<file path="config.mk">
export PLATFORM = sky130hd
export DESIGN_NAME = systolic_feeder
export DESIGN_NICKNAME = d
export VERILOG_FILES = /design/src/rtl/systolic_pkg.sv /design/src/rtl/systolic_matrix_buf.sv /design/src/rtl/systolic_feeder.sv
export SDC_FILE = /design/constraint.sdc
export NUM_CORES = 1
export LEC_CHECK = 0
export CORE_ASPECT_RATIO = 0.5
export CORE_MARGIN = 2
export CORE_UTILIZATION = 30
export DETAILED_ROUTE_END_ITERATION = 7
export GPL_TIMING_DRIVEN = 1
export HOLD_SLACK_MARGIN = 0.02
export SYNTH_ARGS = -nofsm -noshare
export SYNTH_HDL_FRONTEND = slang
export SYNTH_HIERARCHICAL = 1
export SYNTH_SLANG_ARGS = --single-unit
export TNS_END_PERCENT = 10
</file>
<file path="constraint.sdc">
create_clock -name i_clk -period 3.13 [get_ports i_clk]
set_input_delay 0.626 -clock i_clk [delete_from_list [all_inputs] [get_ports i_clk]]
set_output_delay 0.626 -clock i_clk [all_outputs]
set_load 0.01 [all_outputs]
</file>
<file path="src/rtl/systolic_pkg.sv">
// rtl/systolic_pkg.sv - shared constants and FSM state type for the systolic feeder
package systolic_pkg;

  localparam int N          = 3;
  localparam int STREAM_LEN = 2 * N - 1;

  localparam logic SEL_A = 1'b0;
  localparam logic SEL_B = 1'b1;

  typedef enum logic [2:0] {
    IDLE,
    CLEAR,
    STREAM,
    DRAIN,
    DONE
  } feeder_state_t;

endpackage

</file>
<file path="src/rtl/systolic_matrix_buf.sv">
// rtl/systolic_matrix_buf.sv - 9-entry operand register file, one write port, all entries tapped
module systolic_matrix_buf
  import systolic_pkg::*;
#(
  parameter int data_width = 8
) (
  input  logic                             clk,
  input  logic                             rst,
  input  logic                             wr_en,
  input  logic [3:0]                       wr_addr,
  input  logic [data_width-1:0]            wr_data,
  output logic [N*N-1:0][data_width-1:0]   taps
);

  // Out-of-range addresses are dropped here so callers need not filter them.
  always_ff @(posedge clk or posedge rst) begin
    if (rst) begin
      taps <= '0;
    end else if (wr_en && (wr_addr < 4'(N * N))) begin
      taps[wr_addr] <= wr_data;
    end
  end

endmodule

</file>
<file path="src/rtl/systolic_feeder.sv">
// rtl/systolic_feeder.sv - buffers A/B and streams them diagonally skewed into a 3x3 systolic array
module systolic_feeder
  import systolic_pkg::*;
#(
  parameter int data_width   = 8,
  parameter int DRAIN_CYCLES = 3
) (
  input  logic                  i_clk,
  input  logic                  i_rst,
  input  logic                  i_load_valid,
  input  logic                  i_load_sel,
  input  logic [3:0]            i_load_addr,
  input  logic [data_width-1:0] i_load_data,
  input  logic                  i_start,
  output logic                  o_busy,
  output logic                  o_done,
  output logic                  o_acc_clr,
  output logic [data_width-1:0] o_Cell_A1,
  output logic [data_width-1:0] o_Cell_A4,
  output logic [data_width-1:0] o_Cell_A7,
  output logic [data_width-1:0] o_Cell_B1,
  output logic [data_width-1:0] o_Cell_B2,
  output logic [data_width-1:0] o_Cell_B3
);

  feeder_state_t state;
  logic [2:0]    cnt;

  logic [N*N-1:0][data_width-1:0] a_taps;
  logic [N*N-1:0][data_width-1:0] b_taps;

  logic [N-1:0][data_width-1:0] a_edge_q;
  logic [N-1:0][data_width-1:0] b_edge_q;
  logic [N-1:0][data_width-1:0] a_edge_nxt;
  logic [N-1:0][data_width-1:0] b_edge_nxt;
  logic [2:0]                   t_nxt;

  logic load_ok;
  assign load_ok = i_load_valid && (state == IDLE);

  systolic_matrix_buf #(.data_width(data_width)) u_buf_a (
    .clk     (i_clk),
    .rst     (i_rst),
    .wr_en   (load_ok && (i_load_sel == SEL_A)),
    .wr_addr (i_load_addr),
    .wr_data (i_load_data),
    .taps    (a_taps)
  );

  systolic_matrix_buf #(.data_width(data_width)) u_buf_b (
    .clk     (i_clk),
    .rst     (i_rst),
    .wr_en   (load_ok && (i_load_sel == SEL_B)),
    .wr_addr (i_load_addr),
    .wr_data (i_load_data),
    .taps    (b_taps)
  );

  // Edges are registered, so select for the stream step the next cycle will present.
  assign t_nxt = (state == STREAM) ? cnt + 3'd1 : 3'd0;

  always_comb begin
    a_edge_nxt = '0;
    b_edge_nxt = '0;
    for (int r = 0; r < N; r++) begin
      for (int k = 0; k < N; k++) begin
        if (int'(t_nxt) == r + k) begin
          a_edge_nxt[r] = a_taps[N*r + k];
          b_edge_nxt[r] = b_taps[N*k + r];
        end
      end
    end
  end

  always_ff @(posedge i_clk or posedge i_rst) begin
    if (i_rst) begin
      state     <= IDLE;
      cnt       <= 3'd0;
      o_busy    <= 1'b0;
      o_done    <= 1'b0;
      o_acc_clr <= 1'b0;
      a_edge_q  <= '0;
      b_edge_q  <= '0;
    end else begin
      o_done    <= 1'b0;
      o_acc_clr <= 1'b0;
      a_edge_q  <= '0;
      b_edge_q  <= '0;
      case (state)
        IDLE: begin
          cnt <= 3'd0;
          if (i_start) begin
            state     <= CLEAR;
            o_acc_clr <= 1'b1;
            o_busy    <= 1'b1;
          end
        end
        CLEAR: begin
          state    <= STREAM;
          cnt      <= 3'd0;
          a_edge_q <= a_edge_nxt;
          b_edge_q <= b_edge_nxt;
        end
        STREAM: begin
          if (cnt == 3'(STREAM_LEN - 1)) begin
            state <= DRAIN;
            cnt   <= 3'd0;
          end else begin
            cnt      <= cnt + 3'd1;
            a_edge_q <= a_edge_nxt;
            b_edge_q <= b_edge_nxt;
          end
        end
        DRAIN: begin
          if (cnt == 3'(DRAIN_CYCLES - 1)) begin
            state  <= DONE;
            cnt    <= 3'd0;
            o_done <= 1'b1;
          end else if (cnt != 3'd7) begin
            cnt <= cnt + 3'd1;
          end
        end
        DONE: begin
          state  <= IDLE;
          cnt    <= 3'd0;
          o_busy <= 1'b0;
        end
        default: begin
          state  <= IDLE;
          cnt    <= 3'd0;
          o_busy <= 1'b0;
        end
      endcase
    end
  end

  assign o_Cell_A1 = a_edge_q[0];
  assign o_Cell_A4 = a_edge_q[1];
  assign o_Cell_A7 = a_edge_q[2];
  assign o_Cell_B1 = b_edge_q[0];
  assign o_Cell_B2 = b_edge_q[1];
  assign o_Cell_B3 = b_edge_q[2];

endmodule

</file>
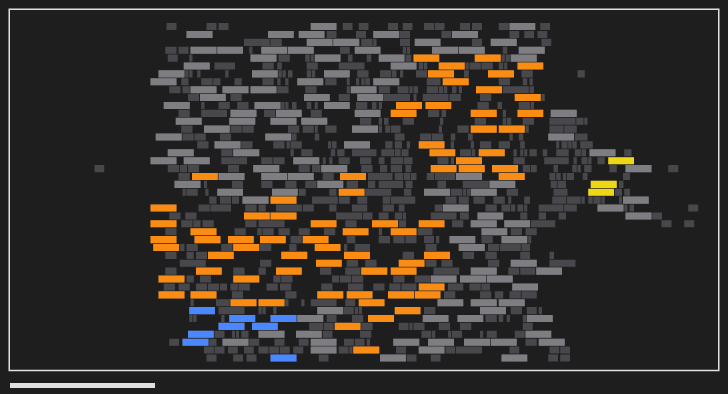
*Register map, names as in the netlist*
The bar under the picture is 50 um long. Other sequential cells in the stronger grey, the rest of the logic in the fainter grey.
| netlist name | colour | sequential cells |
|---|---|---|
| u_buf_b/taps | orange | 72 |
| o_Cell_B3 | blue | 8 |
| state | yellow | 3 |
final design utilization: 0.3737
flop share of the area: 0.4802
Storage cell area: 5030 um2
Flop+latch power: 0.00308 W

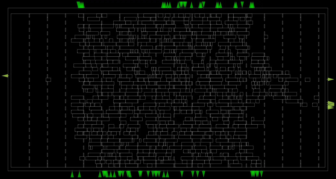
*Cell placement*
# rows: 43
final std cells w/o fill: 1113
# Taps: 382

==> results.cfg <==
; synthesis and place-and-route metrics
[run_status]
status = finished clean

[synth]
synth_chip_area_um2 = 8645
syn_nets = 654
async_reset_ff_frac = 1.000
syn_area_um2 = 8645
postSynthSeqShare = 0.5818
top_area_cell = dfrtp_1
flop_cell = dfrtp_1

[final_timing]
fmax_mhz = 371.3
setup_viol = 0
fin_crit_ns = 2.693

[clocking]
cts_made_buffers = 21
clkTransAtPathRegs_ns = 0.06
cts.path.max_buffers = 3
cts_root_buf = clkbuf_16
postCtsSetupRepairBufs = 0
cts_sinks = 201

[routing]
dr_wl_met2_mm = 9.646
highest_layer = met4
wl_met1_mm = 9.164
vias = 5286
wl_met3_um = 459

[worst_setup_path]
max_stage_delay_ns = 0.64
critPathArrivalTime_ns = 3.07
endpoint_kind = flip-flop
path_delay_family = simple AND/OR/NAND/NOR gates
r2r-end = u_buf_a/taps[25]$_DFFE_PP0P_

[layout]
layout.nets = 739
drive_above_1_share = 0.3694
comb_area_um2 = 3391
area_growth_pct = 21.17

[power_and_ir_drop]
power_w = 0.008026
powerDensity_nw_per_um2 = 766.2

[grt]
grt_overflow_total = 0
grt_pass1_vias = 5618
track_usage = 0.1311
antenna_found_initial = 1

[die]
dieArea_um2 = 30270

[placed_design]
port_buffers = 67
-- flip-flops by register name (all words and copies together) (netlist names), 3 cells and up --
| name | count |
|---|---|
| state | 3 |
| o_Cell_A1 | 8 |
| o_Cell_B1 | 8 |
| u_buf_b/taps | 72 |
| o_Cell_B3 | 8 |
| cnt | 3 |
| o_Cell_B2 | 8 |
| u_buf_a/taps | 72 |
| o_Cell_A4 | 8 |
| o_Cell_A7 | 8 |
-- worst reg2reg max path, delay by kind of cell (launching register included) --
family	cells	cell delay [ns]
flip-flops	1	0.49
multiplexers	1	0.41
AND/OR/NAND/NOR	5	1.47
buffers and inverters	1	0.20
-- metal layers --
layer,vias to the layer above,GRT usage
met4,0,0.03277
met5,-,0
li1,2429,-
met1,2783,0.1720
met3,23,0.02025
met2,51,0.2294
-- logic make-up after synthesis --
group	after synthesis	synth area share
AND-OR/OR-AND	58	0.05399
flip-flops	201	0.5818
buffers and inverters	37	0.02591
multiplexers	160	0.2084
adder cells (fa/ha/maj)	4	0.005790
AND/OR/NAND/NOR	173	0.1240
-- area by class of cell --
class | count | area share
Multi-Input combinational cell | 395 | 0.3237
Tap cell | 382 | 0.04563
Timing Repair Buffer | 93 | 0.08743
Inverter | 6 | 0.002150
Sequential cell | 201 | 0.4802
Clock inverter | 7 | 0.004061
Clock buffer | 29 | 0.05686
-- power breakdown --
part | internal [W] | leakage, nW | total [W] | switching, W
logic | 0.00105 | 1.88 | 0.00263 | 0.00158
registers | 0.00293 | 2.77 | 0.00308 | 0.000152
clock network | 0.00133 | 0.320 | 0.00232 | 0.000988
total | 0.00531 | 4.97 | 0.00803 | 0.00272
-- cell usage after synthesis, types with 2 or more instances --
| cell type | count |
|---|---|
| a21oi_1 | 18 |
| a221oi_1 | 6 |
| a221oi_2 | 10 |
| a22oi_1 | 16 |
| and2_1 | 4 |
| and3_1 | 2 |
| buf_2 | 12 |
| buf_4 | 6 |
| buf_6 | 6 |
| clkbuf_1 | 4 |
| clkbuf_2 | 2 |
| dfrtp_1 | 201 |
| ha_1 | 4 |
| inv_1 | 6 |
| mux2_2 | 160 |
| nand2_1 | 6 |
| nand2_2 | 4 |
| nand2b_4 | 2 |
| nand3_1 | 3 |
| nand3b_1 | 3 |
| nand3b_2 | 4 |
| nand4b_1 | 2 |
| nor2_1 | 87 |
| nor2_2 | 3 |
| nor3_1 | 19 |
| nor3_2 | 14 |
| nor3b_1 | 4 |
| nor3b_2 | 2 |
| nor4b_4 | 7 |
| o211ai_1 | 2 |
| o21ai_0 | 4 |
| or4_1 | 2 |
-- through the flow --
stage	cells	cell area, um2	util	setup slack, ns	hold WS, ns
final	1113	10480	0.3737	0.4370	0.5002
after global routing	1113	10480	0.3737	0.2504	0.5118
after CTS	1113	10480	0.3737	0.3362	0.5017
after detailed placement	1077	9837	0.3509	0.3388	0.4872
after global placement	1077	9837	0.3509	0.3682	0.4808
after floorplan	633	8645	-	0.6791	0.4737
-- layout by cell type, fill, tap and decap left out, types with 14 or more instances in the layout --
cell type and instances:
nor3_1 19, clkdlybuf4s50_1 67, nor3_2 14, mux2_2 160, nor2_1 87, clkbuf_16 21
dfrtp_1 201, a21oi_1 18, a22oi_1 16, buf_4 22
Power figures rest on the tool's default switching activity, not on a simulated workload.
